--- config.mk ---
export PLATFORM = sky130hd
export DESIGN_NAME = lsu_ctrl
export DESIGN_NICKNAME = d
export VERILOG_FILES = /design/src/rtl/lsu_ctrl.sv
export SDC_FILE = /design/constraint.sdc
export NUM_CORES = 1
export LEC_CHECK = 0
export CAP_MARGIN = 30
export CORE_MARGIN = 8
export CORE_UTILIZATION = 39
export DETAILED_ROUTE_END_ITERATION = 7
export PLACE_DENSITY = 0.93
export RECOVER_POWER = 25
export SKIP_CTS_REPAIR_TIMING = 1
export SLEW_MARGIN = 25
export SYNTH_ARGS = -nofsm -noshare
export SYNTH_HDL_FRONTEND = slang
export SYNTH_SLANG_ARGS = --single-unit
--- constraint.sdc ---
create_clock -name clk -period 3.8 [get_ports clk]
set_input_delay 0.76 -clock clk [delete_from_list [all_inputs] [get_ports clk]]
set_output_delay 0.76 -clock clk [all_outputs]
set_load 0.05 [all_outputs]
--- src/rtl/lsu_ctrl.sv ---
// lsu_ctrl: load/store initiator between EX/MEM and the 2 KB synchronous data memory.
// Define LSU_MISALIGN_SPLIT_EN to split misaligned loads into two aligned word reads.
module lsu_ctrl #(
   parameter int ADDR_W = 11
) (
   input  logic              clk,
   input  logic              rst,
   input  logic              req_valid,
   output logic              req_ready,
   input  logic              req_we,
   input  logic [1:0]        req_size,
   input  logic              req_unsigned,
   input  logic [31:0]       req_addr,
   input  logic [31:0]       req_wdata,
   input  logic [4:0]        req_rd,
   output logic              mem_stall,
   output logic [2:0]        mem_op,
   output logic [ADDR_W-1:0] mem_addr,
   output logic [31:0]       mem_wdata,
   input  logic [31:0]       mem_rdata,
   output logic              rsp_valid,
   output logic [31:0]       rsp_rdata,
   output logic [4:0]        rsp_rd,
   output logic              err_valid,
   output logic [1:0]        err_cause,
   output logic [31:0]       err_addr,
   output logic              busy
);
   localparam logic [2:0] LOAD_WORD = 3'b110;

   typedef enum logic [2:0] {IDLE, ACCESS, ACC1, RESP, ERR} state_t;

   state_t            state_q, state_d, load_nxt;
   logic              we_q, uns_q;
   logic [1:0]        size_q, cause_q, req_sz, cause_d;
   logic [31:0]       addr_q, wdata_q, raw, ext;
   logic [4:0]        rd_q;
   logic [2:0]        mem_op_q;
   logic [ADDR_W-1:0] mem_addr_q;
   logic              mis, oor, fault, accept;
`ifdef LSU_MISALIGN_SPLIT_EN
   logic              split_q, split_d;
   logic [31:0]       w0_q;
`endif

   always_comb begin
      req_sz = req_size == 2'b11 ? 2'b10 : req_size;
      mis = (req_sz == 2'b01 && req_addr[0]) || (req_sz == 2'b10 && req_addr[1:0] != 2'b00);
      oor = |req_addr[31:ADDR_W];
      accept = req_valid && state_q == IDLE;
`ifdef LSU_MISALIGN_SPLIT_EN
      split_d = mis && !req_we;
      // the second word of a split load must also fall inside the memory
      fault = (mis && req_we) || oor || (split_d && &req_addr[ADDR_W-1:2]);
      cause_d = mis && req_we ? 2'b10 : 2'b11;
      load_nxt = split_q ? ACC1 : RESP;
`else
      fault = mis || oor;
      cause_d = mis ? (req_we ? 2'b10 : 2'b01) : 2'b11;
      load_nxt = RESP;
`endif
   end

   always_ff @(posedge clk or posedge rst)
      if (rst) state_q <= IDLE;
      else     state_q <= state_d;

   always_comb begin
      state_d = state_q == IDLE   ? (!req_valid ? IDLE : fault ? ERR : ACCESS)
              : state_q == ACCESS ? (we_q ? IDLE : load_nxt)
              : state_q == ACC1   ? RESP : IDLE;
   end

   always_ff @(posedge clk or posedge rst)
      if (rst) begin
         we_q       <= 1'b0;
         uns_q      <= 1'b0;
         size_q     <= 2'b00;
         cause_q    <= 2'b00;
         addr_q     <= '0;
         wdata_q    <= '0;
         rd_q       <= '0;
         mem_op_q   <= LOAD_WORD;
         mem_addr_q <= '0;
`ifdef LSU_MISALIGN_SPLIT_EN
         split_q    <= 1'b0;
         w0_q       <= '0;
`endif
      end else begin
         if (accept) begin
            we_q    <= req_we;
            uns_q   <= req_unsigned;
            size_q  <= req_sz;
            cause_q <= cause_d;
            addr_q  <= req_addr;
            wdata_q <= req_wdata;
            rd_q    <= req_rd;
            if (!fault) begin
               mem_op_q   <= {~req_we, req_sz};
               mem_addr_q <= req_addr[ADDR_W-1:0];
            end
`ifdef LSU_MISALIGN_SPLIT_EN
            split_q <= split_d;
            if (!fault && split_d) begin
               mem_op_q   <= LOAD_WORD;
               mem_addr_q <= {req_addr[ADDR_W-1:2], 2'b00};
            end
`endif
         end
`ifdef LSU_MISALIGN_SPLIT_EN
         if (state_q == ACCESS && split_q) mem_addr_q <= mem_addr_q + ADDR_W'(4);
         if (state_q == ACC1) w0_q <= mem_rdata;
`endif
      end

   // memory already sign-extends sub-word loads; re-extending is harmless and covers split merges
   always_comb begin
      raw = mem_rdata;
`ifdef LSU_MISALIGN_SPLIT_EN
      if (split_q) raw = 32'({mem_rdata, w0_q} >> {addr_q[1:0], 3'b000});
`endif
      ext = size_q == 2'b00 ? {{24{!uns_q && raw[7]}}, raw[7:0]}
          : size_q == 2'b01 ? {{16{!uns_q && raw[15]}}, raw[15:0]} : raw;
   end

   always_comb begin
      req_ready = state_q == IDLE;
      busy      = state_q != IDLE;
      mem_stall = !(state_q == ACCESS || state_q == ACC1);
      mem_op    = mem_op_q;
      mem_addr  = mem_addr_q;
      mem_wdata = wdata_q;
      rsp_valid = state_q == RESP;
      rsp_rdata = state_q == RESP ? ext : '0;
      rsp_rd    = state_q == RESP ? rd_q : '0;
      err_valid = state_q == ERR;
      err_cause = state_q == ERR ? cause_q : 2'b00;
      err_addr  = state_q == ERR ? addr_q : '0;
   end
endmodule
class_map.png
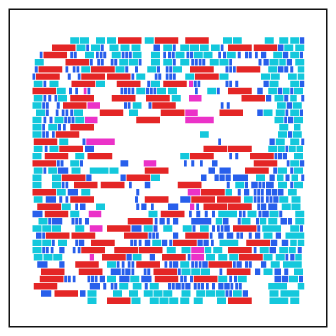
| color | class | cells | share of their area |
|---|---|---|---|
| magenta | clock drivers and dummy loads | 16 | 3.3% |
| cyan | remaining buffers and delay cells | 234 | 36% |
| blue | remaining logic cells | 358 | 26% |
| red | registers | 92 | 35% |

clock_wires.png
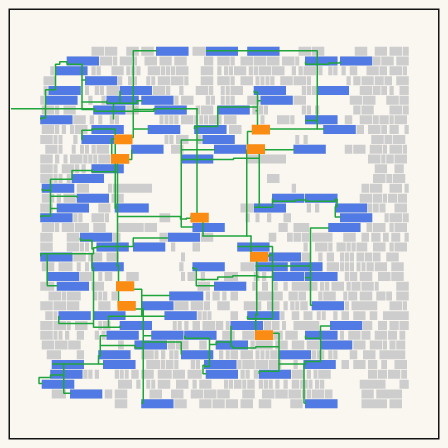
[orange] clock-net drivers | count: 9
[green] clock wires | length: 1,150 um
[blue] flip-flops | count: 92
routed clock nets: 10

pinout.png
Pins as bars across the die edge, other pins in gray.
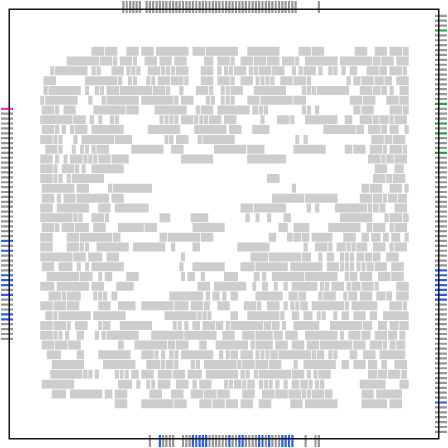
| color | port | pins | direction | edge |
|---|---|---|---|---|
| magenta | clk | 1 | input | left |
| green | rsp_rd | 5 | output | right |
| blue | req_addr | 32 | input | 16 bottom, 8 left, 8 right |
all pins by edge: 86 right, 53 top, 48 left, 43 bottom

congestion_map.png
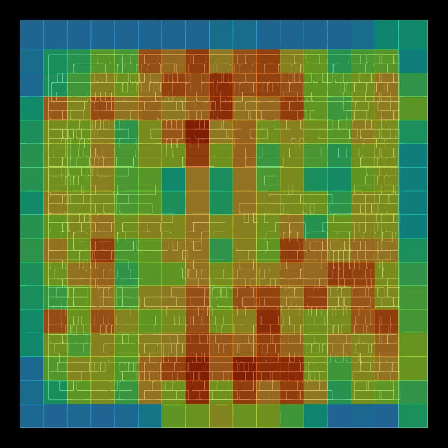
met2 usage in global routing: 35.9%
Total GRT Usage: 20.0%
GRT busiest layer: met2
grt met3 use: 7.51%

layers.png
Only two layers are drawn.
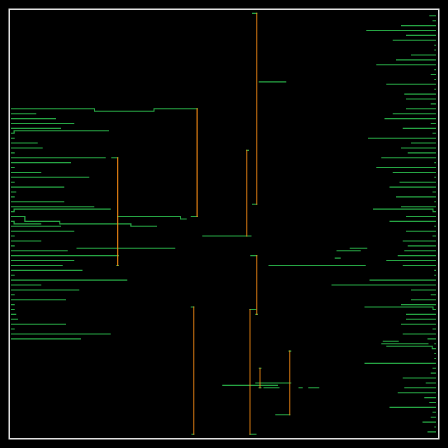
| color | layer | wire length |
|---|---|---|
| green | M3 | 1,420 um |
| orange | M4 | 246 um |
via count: 3,987
WL final: 14.3 mm
Avg WL per Cell: 17.1 um

==> GITHUB_STEP_SUMMARY <==
## Implementation flow summary

| Metric | Value |
|---|---|
| Nets@finish | 803 |
| Die area | 14,100 um^2 |
| Fill cells | 828 |
| Vias per cell | 4.77 |
| Seq area share | 33.9% |
| FF-to-FF End | size_q[0]$_DFFE_PP0N_ |
| Hold_ws | 470 ps |
| Post-layout util | 65.9% |
| Synth area leaders | dfrtp_1 (55%), nand2_1 (20%), and2_1 (7.3%) |
| Buffers & Inverters on Critical Path | 1 |
| CP Class | reg -> out |
| FF+latch area | 2300 um^2 |
| Bufs w/o clock | 234 |
| Dominant kind of cell by area | non-clock buffers |
| Origin of the worst setup path | state_q[1]$_DFF_PP0_ |
| Insertion Delay late pin | 350 ps |
| Die width | 119 um |
| Seq cells | 92 |
| Final Slew Violations | 93 |
| Initial antenna violation count | 0 |
| Largest net degree at the start of global routing | 93 |
| DRC | 0 |
| Sequential-to-total area share from yosys stat | 55.8% |
| Clock skew | 9.46 ps |
| Final cell count without fillers | 836 |
| Ant diodes | 0 |
| Period utilization | 88.3% |
| HPWL Detailed | 11.0 mm |
| IO Port Bufs | 229 |
| Status | complete, but fails checks |
| Yosys reg bits | 92 |
| Largest stage delay on the critical path | 810 ps |
| Share of post-route cells with drive strength above 1 | 9.86% |
| Min cycle time layout | 3350 ps |
| GPL Wtd Cong | 0.839 |
| First-pass GRT wire length | 22.8 mm |
| Area growth from synthesis to layout | 64.7% |
| Cell type with the largest total area | dfrtp_1 |
| FF-to-FF path depth | 3 |
| Total CTS buffers | 9 |
| Clock net power | 0.722 mW |
| Number of max-cap violations | 1 |
| # Cells Yosys | 475 |
| GRT overflow | 0 |
| Reg-to-reg startpoint | state_q[2]$_DFF_PP0_ |
| Final hold viol count | 0 |
| H-Tree Depth | 3 |
| Worst min path class | reg -> reg |
| CP arrival | 2590 ps |
| Die Height | 119 um |
| Routed Antenna Nets | 0 |
| Top cell area share | 54.5% |
| Logic power comb | 0.747 mW |
| Dominant logic cell type in the layout | nand2_1 |
| Fp_density | 40.0% |
| Clock sink count | 92 |
| FP Rows | 37 |
| Initial drt markers | 202 |
| Crit-path max FO | 15 |
| F_max | 0.298 GHz |
| Slew @ Worst Pin | 1920 ps |
| Dpl cells | 820 |
| Slew margin rel. | -28.4% |
| Design area | 6800 um^2 |
| Syn Nets | 583 |
| Internal power | 1.75 mW |
| Slowest stage cell on the critical path | clkdlybuf4s50_1 |
| Inverters | 19 |
| Hold depth | 2 |
| RSZ-0062 raised after global routing | no |
| Bufs on Longest Clock Path | 2 |
| Psw | 0.860 mW |
| P_seq | 1.14 mW |
| Worst-path cell chain | nand2_1, nor2_1, and2_1, clkdlybuf4s50_1 |
| Crit path depth | 4 |
| Post-Synthesis Cells | 475 |
| Reg power frac | 43.8% |
| Data buffer area share | 35.0% |
| CP startpoint kind | flip-flop |
| Clkbuf count | 11 |
| Comb/total area | 24.3% |
| Failing checks | capacitance limit, slew limit |
| IO Pins | 230 |
| Ys Warns | 0 |
| WP data required | 3040 ps |
| Crit. End Element | output pin |
| Post-synth ARST share | 100% |
| First-pass DRT Iterations | 4 |
| Design Power | 2.61 mW |
| Dominant logic cell types in the final layout | nand2_1 (219), clkdlybuf4s50_1 (204), dfrtp_1 (90) |
| Yosys stat area | 4130 um^2 |
| Crit path setup slack, layout | 446 ps |
| Setup tns final | 0 ps |
| Post-synth EDFFs | 0 |
| Tap Count | 136 |
| Switch share | 32.9% |
| Mapped Area | 4130 um^2 |
| Vias in the first global route | 4,255 |
| Clock share of power | 27.6% |
| Top Family by Delay on Critical Path | simple AND/OR/NAND/NOR gates |
| Final setup fails | 0 |
| Clock-pin slew on the worst setup and hold paths | 90 ps |
| Main flop type | dfrtp_1 |
| Core Region | 10,300 um^2 |
| Leakage power | 3.28 nW |
| End of the critical path | rsp_rdata[4] |
| Synth Area per Inst | 8.70 um^2 |
| Max power group | sequential cells |
| VDD IR max | 231 uV |
| Place WS | 352 ps |
| Clk tree area frac | 3.18% |
| TritonCTS clock tree | built |
| Combinational group share of total power | 28.6% |
| Logic area | 1660 um^2 |
| Post-synth cell types | 28 |
| Root Driver | clkbuf_8 |
| DP Area | 6590 um^2 |
| Cell area power density | 384 nW/um^2 |
| Tool warning count | 26 |
| Reg-to-reg slack, setup | 1740 ps |
| Combinational gate count | 339 |
## how the worst min path moves through the flow
stage                     startpoint                     to  slack (ps)
2_1_floorplan  addr_q[0]$_DFFE_PP0N_  addr_q[0]$_DFFE_PP0N_         440
3_3_place_gp   addr_q[6]$_DFFE_PP0N_  addr_q[6]$_DFFE_PP0N_         450
3_5_place_dp   addr_q[2]$_DFFE_PP0N_  addr_q[2]$_DFFE_PP0N_         450
4_1_cts        addr_q[2]$_DFFE_PP0N_  addr_q[2]$_DFFE_PP0N_         470
5_1_grt        mem_op[2]$_DFFE_PP1P_  mem_op[2]$_DFFE_PP1P_         500
6_report         rd_q[1]$_DFFE_PP0N_    rd_q[1]$_DFFE_PP0N_         470
## metal layers
metal	part of all wire (%)	vias to the layer above	GRT usage, %
li1	-	1907	-
met1	37	1883	21.3
met2	51	178	35.9
met3	9.9	19	7.51
met4	1.7	0	6.32
met5	0	-	0
## worst reg2reg max path, stage by stage (launching register included)
cell     delay, ps
dfrtp_1        460
nor3_4         310
and2_2         740
mux2_2         440
## kinds of logic (layout without fill, tap and decap cells)
group / Yosys count / after routing / share of synthesized area [%]
flops: 92 / 92 / 55.8
buf+inv: 44 / 269 / 4.36
compound gates: 31 / 31 / 4.48
simple gates: 292 / 292 / 31.1
mux: 16 / 16 / 4.30
## Yosys cell counts (2+ instances only)
cell type,n
a21oi_1,18
and2_1,48
buf_2,6
clkbuf_1,18
dfrtp_1,90
dfstp_2,2
inv_1,19
mux2_2,14
mux2i_1,2
nand2_1,219
nand2b_1,3
nor2_1,8
nor3_1,2
nor4_1,4
o21a_1,8
or2_2,2
## sequential cells by signal, summed over array words and instances (netlist names)
name and cells:
uns_q 1, mem_wdata 32, mem_addr 11, state_q 3, we_q 1, cause_q 2
addr_q 32, mem_op 3, rd_q 5, size_q 2
Power figures rest on the tool's default switching activity, not on a simulated workload.
